File: config.mk
export PLATFORM = sky130hd
export DESIGN_NAME = uctl_wptr_full
export DESIGN_NICKNAME = d
export VERILOG_FILES = /design/src/rtl/uctl_wptr_full.sv
export SDC_FILE = /design/constraint.sdc
export NUM_CORES = 1
export LEC_CHECK = 0
export CAP_MARGIN = 15
export CORE_UTILIZATION = 35
export CTS_CLUSTER_DIAMETER = 80
export DETAILED_ROUTE_END_ITERATION = 8
export PLACE_DENSITY = 0.66
export SLEW_MARGIN = 20
export SYNTH_ARGS = -nofsm -noshare
export SYNTH_HDL_FRONTEND = slang
export SYNTH_SLANG_ARGS = --single-unit
File: constraint.sdc
create_clock -name wclk -period 5.75 [get_ports wclk]
set_input_delay 1.15 -clock wclk [delete_from_list [all_inputs] [get_ports wclk]]
set_output_delay 1.15 -clock wclk [all_outputs]
set_load 0.05 [all_outputs]
File: src/rtl/uctl_wptr_full.sv
// uctl_wptr_full: write-domain pointer and status logic of the USB controller async FIFO.
// Optional sticky overflow flag enabled by defining UCTL_WFIFO_OVF_EN.
// Ports:
//   wclk, wrst_n  write clock, async active-low reset
//   winc          write request (accepted when wfull=0)
//   wq2_rptr      Gray read pointer, already synchronised into wclk
//   waddr         binary RAM write address
//   wptr          registered Gray write pointer to the read domain
//   wfull/wafull  full / almost-full flags
//   wlevel        write-side fill level 0..depth
//   wovf/wovf_clr sticky overflow flag and its clear
module uctl_wptr_full #(
   parameter int unsigned FIFO_ADDRSIZE = 2,
   parameter int unsigned AFULL_THRESH  = 3
) (
   input  logic                     wclk,
   input  logic                     wrst_n,
   input  logic                     winc,
   input  logic [FIFO_ADDRSIZE:0]   wq2_rptr,
   output logic [FIFO_ADDRSIZE-1:0] waddr,
   output logic [FIFO_ADDRSIZE:0]   wptr,
   output logic                     wfull,
   output logic                     wafull,
   output logic [FIFO_ADDRSIZE:0]   wlevel,
   output logic                     wovf,
   input  logic                     wovf_clr
);

   localparam int unsigned AW = FIFO_ADDRSIZE;
   localparam int unsigned PW = FIFO_ADDRSIZE + 1;

   logic [PW-1:0] wbin_q, wbin_d;
   logic [PW-1:0] wptr_q, wptr_d;
   logic [PW-1:0] wlevel_q, wlevel_d;
   logic          wfull_q, wfull_d;
   logic          wafull_q, wafull_d;
   logic          wpush_c;
   logic [PW-1:0] rbin_c;

   // Next pointer, Gray conversion, read pointer decode and status
   always_comb begin
      wpush_c  = winc & ~wfull_q;
      wbin_d   = wbin_q + PW'(wpush_c);
      wptr_d   = (wbin_d >> 1) ^ wbin_d;
      rbin_c   = '0;
      rbin_c[PW-1] = wq2_rptr[PW-1];
      for (int i = int'(PW) - 2; i >= 0; i--) begin
         rbin_c[i] = rbin_c[i+1] ^ wq2_rptr[i];
      end
      wlevel_d = wbin_d - rbin_c;
      // Full when next write pointer equals read pointer with the two MSBs inverted
      wfull_d  = (wptr_d == {~wq2_rptr[PW-1 -: 2], wq2_rptr[PW-3:0]});
      wafull_d = (wlevel_d >= PW'(AFULL_THRESH));
   end

   always_ff @(posedge wclk or negedge wrst_n) begin
      if (!wrst_n) begin
         wbin_q   <= '0;
         wptr_q   <= '0;
         wlevel_q <= '0;
         wfull_q  <= 1'b0;
         wafull_q <= 1'b0;
      end else begin
         wbin_q   <= wbin_d;
         wptr_q   <= wptr_d;
         wlevel_q <= wlevel_d;
         wfull_q  <= wfull_d;
         wafull_q <= wafull_d;
      end
   end

   assign waddr  = wbin_q[AW-1:0];
   assign wptr   = wptr_q;
   assign wlevel = wlevel_q;
   assign wfull  = wfull_q;
   assign wafull = wafull_q;

`ifdef UCTL_WFIFO_OVF_EN
   logic wovf_q, wovf_d;

   // Sticky overflow: a rejected write sets, clear only wins when no set
   always_comb begin
      wovf_d = (winc & wfull_q) | (wovf_q & ~wovf_clr);
   end

   always_ff @(posedge wclk or negedge wrst_n) begin
      if (!wrst_n) wovf_q <= 1'b0;
      else         wovf_q <= wovf_d;
   end

   assign wovf = wovf_q;
`else
   logic unused_wovf_clr;
   assign unused_wovf_clr = wovf_clr;
   assign wovf = 1'b0;
`endif

endmodule
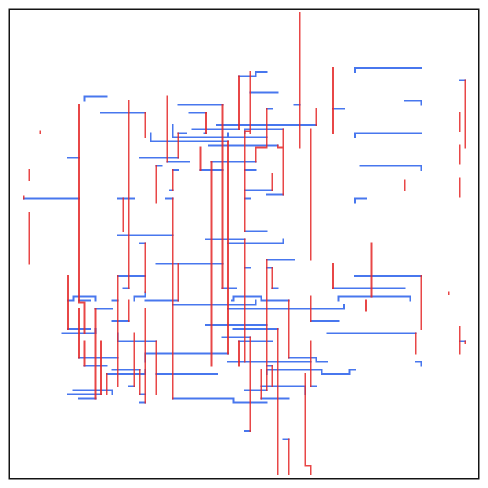
*Signal wires by layer*
Drawn at 12 px/um. Two of the layers only.
- metal 1: blue (wire length 285 um)
- metal 2: red (wire length 347 um)

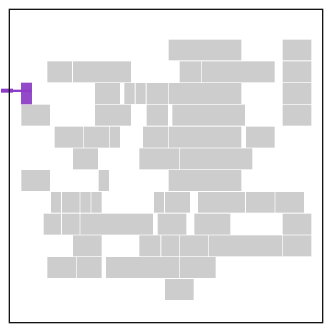
*Port wiring*
Drawn at 8 px/um.
- wovf: purple (bits 1; direction output; edge west; end cells 1; wire 2.20 um)

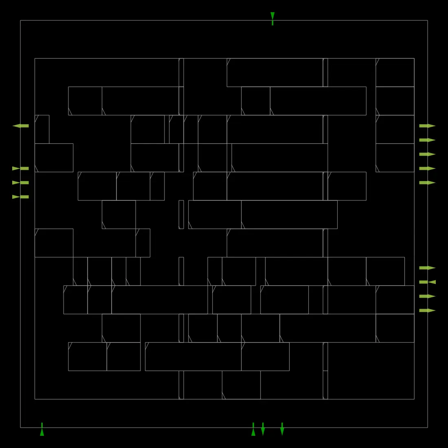
*Cell placement*
flip-flop and latch count: 10
core region area: 1190 um^2
Layout fillers: 91
fraction of the core area covered by cells at the end of the flow: 57.0%

==> metrics.cfg <==
[status]
run_status = finished, final reports clean

[drt]
num_vias = 315
route.detailed.drc = 0
avgViaCountPerCell = 4.44

[finish]
final_cell_mix = sky130_fd_sc_hd__clkdlybuf4s50_1, sky130_fd_sc_hd__dfrtp_1, sky130_fd_sc_hd__inv_1, sky130_fd_sc_hd__xnor2_1
area_share_clock_buf_inv_pct = 5.37
non_clock_buffer_count = 15
fraction_of_final_layout_cells_sized_beyond_drive_strength_1_pct = 8.77
nets = 69
combAreaFraction_pct = 30.6

[synthesis]
edf_count = 0
netlist_area_um2 = 479
synth_sequential_area_ratio_pct = 52.2
common_cells = sky130_fd_sc_hd__dfrtp_1, sky130_fd_sc_hd__inv_1, sky130_fd_sc_hd__xnor2_1
largest_area_cell = sky130_fd_sc_hd__dfrtp_1
ys_sh_simple_pct = 8.36

[timing]
slew_viol_final = 0
rsz0062_at_grt = no
max_clock_freq_mhz = 329

[critical_path]
worst-setup-path-type = in -> reg
worstPathMaxFanout = 4
reg2regPathDepth = 7
cp.depth = 9
crit_slowest_cell = sky130_fd_sc_hd__fa_1
cp_capture_point = wafull$_DFF_PN0_
cp-startpoint = winc
worst_path_dominant_cell_family = adder cells
start_kind = primary input
path_buffers = 2
timing.critical_path.to_type = flip-flop
regToRegSetupSlack_ns = 3.72

[worst_hold_path]
hold_path.class = reg -> reg
hold_path_startpoint = wbin_q[1]$_DFF_PN0_

[grt]
grt_pass1_vias = 296
global_route_wire_length_before_repair_um = 1250
globalRoute.totalOverflow = 0
grt_use_total_pct = 12.7

[clocking]
clock_insertion_delay_worst_skew_ns = 0.26
cts-hold-fix-buffers = 0
setup_repair_bufs_after_cts = 0
postCtsResizedCells = 0
htreeDepth = 1
clkTransAtPathRegs_ns = 0.06

[placed_design]
count_of_input_and_output_buffers = 15
postPlaceCellArea_um2 = 639

[flow_run]
timing.max_cap.violations = 0

[die]
floorplanUtilization_pct = 40.4
rows = 12

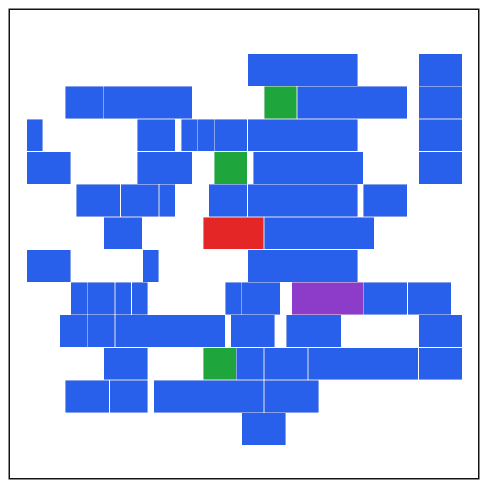
*Cells by drive strength*
Drawn at 12 px/um.
- _6 and larger: red (cells 1; share 1.8%)
- _0 and _1 cells: blue (cells 52; share 91%)
- _3 and _4 cells: green (cells 3; share 5.3%)
- _2 cells: purple (cells 1; share 1.8%)

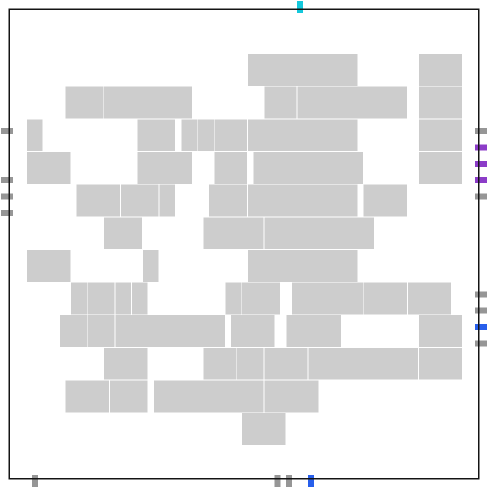
*Pin placement*
Drawn at 12 px/um. Pins as bars across the die edge, other pins in gray.
- wclk: cyan (pins 1; direction input; edge north)
- wlevel: purple (pins 3; direction output; edge east)
- waddr: blue (pins 2; direction output; edge 1 south, 1 east)

## per-layer routing
| metal | vias to the layer above | routed length, um | track usage, % |
|---|---|---|---|
| met1 | 142 | 285 | 14.5 |
| met5 | - | 0 | 0 |
| met3 | 0 | 35 | 3.47 |
| li1 | 158 | - | - |
| met2 | 15 | 346 | 19.6 |
| met4 | 0 | 0 | 10.3 |
## flip-flops by register name (all words and copies together) (netlist names)
| signal | count |
|---|---|
| wbin_q | 3 |
| wlevel | 3 |
| wptr | 2 |
| wafull | 1 |
| wfull | 1 |
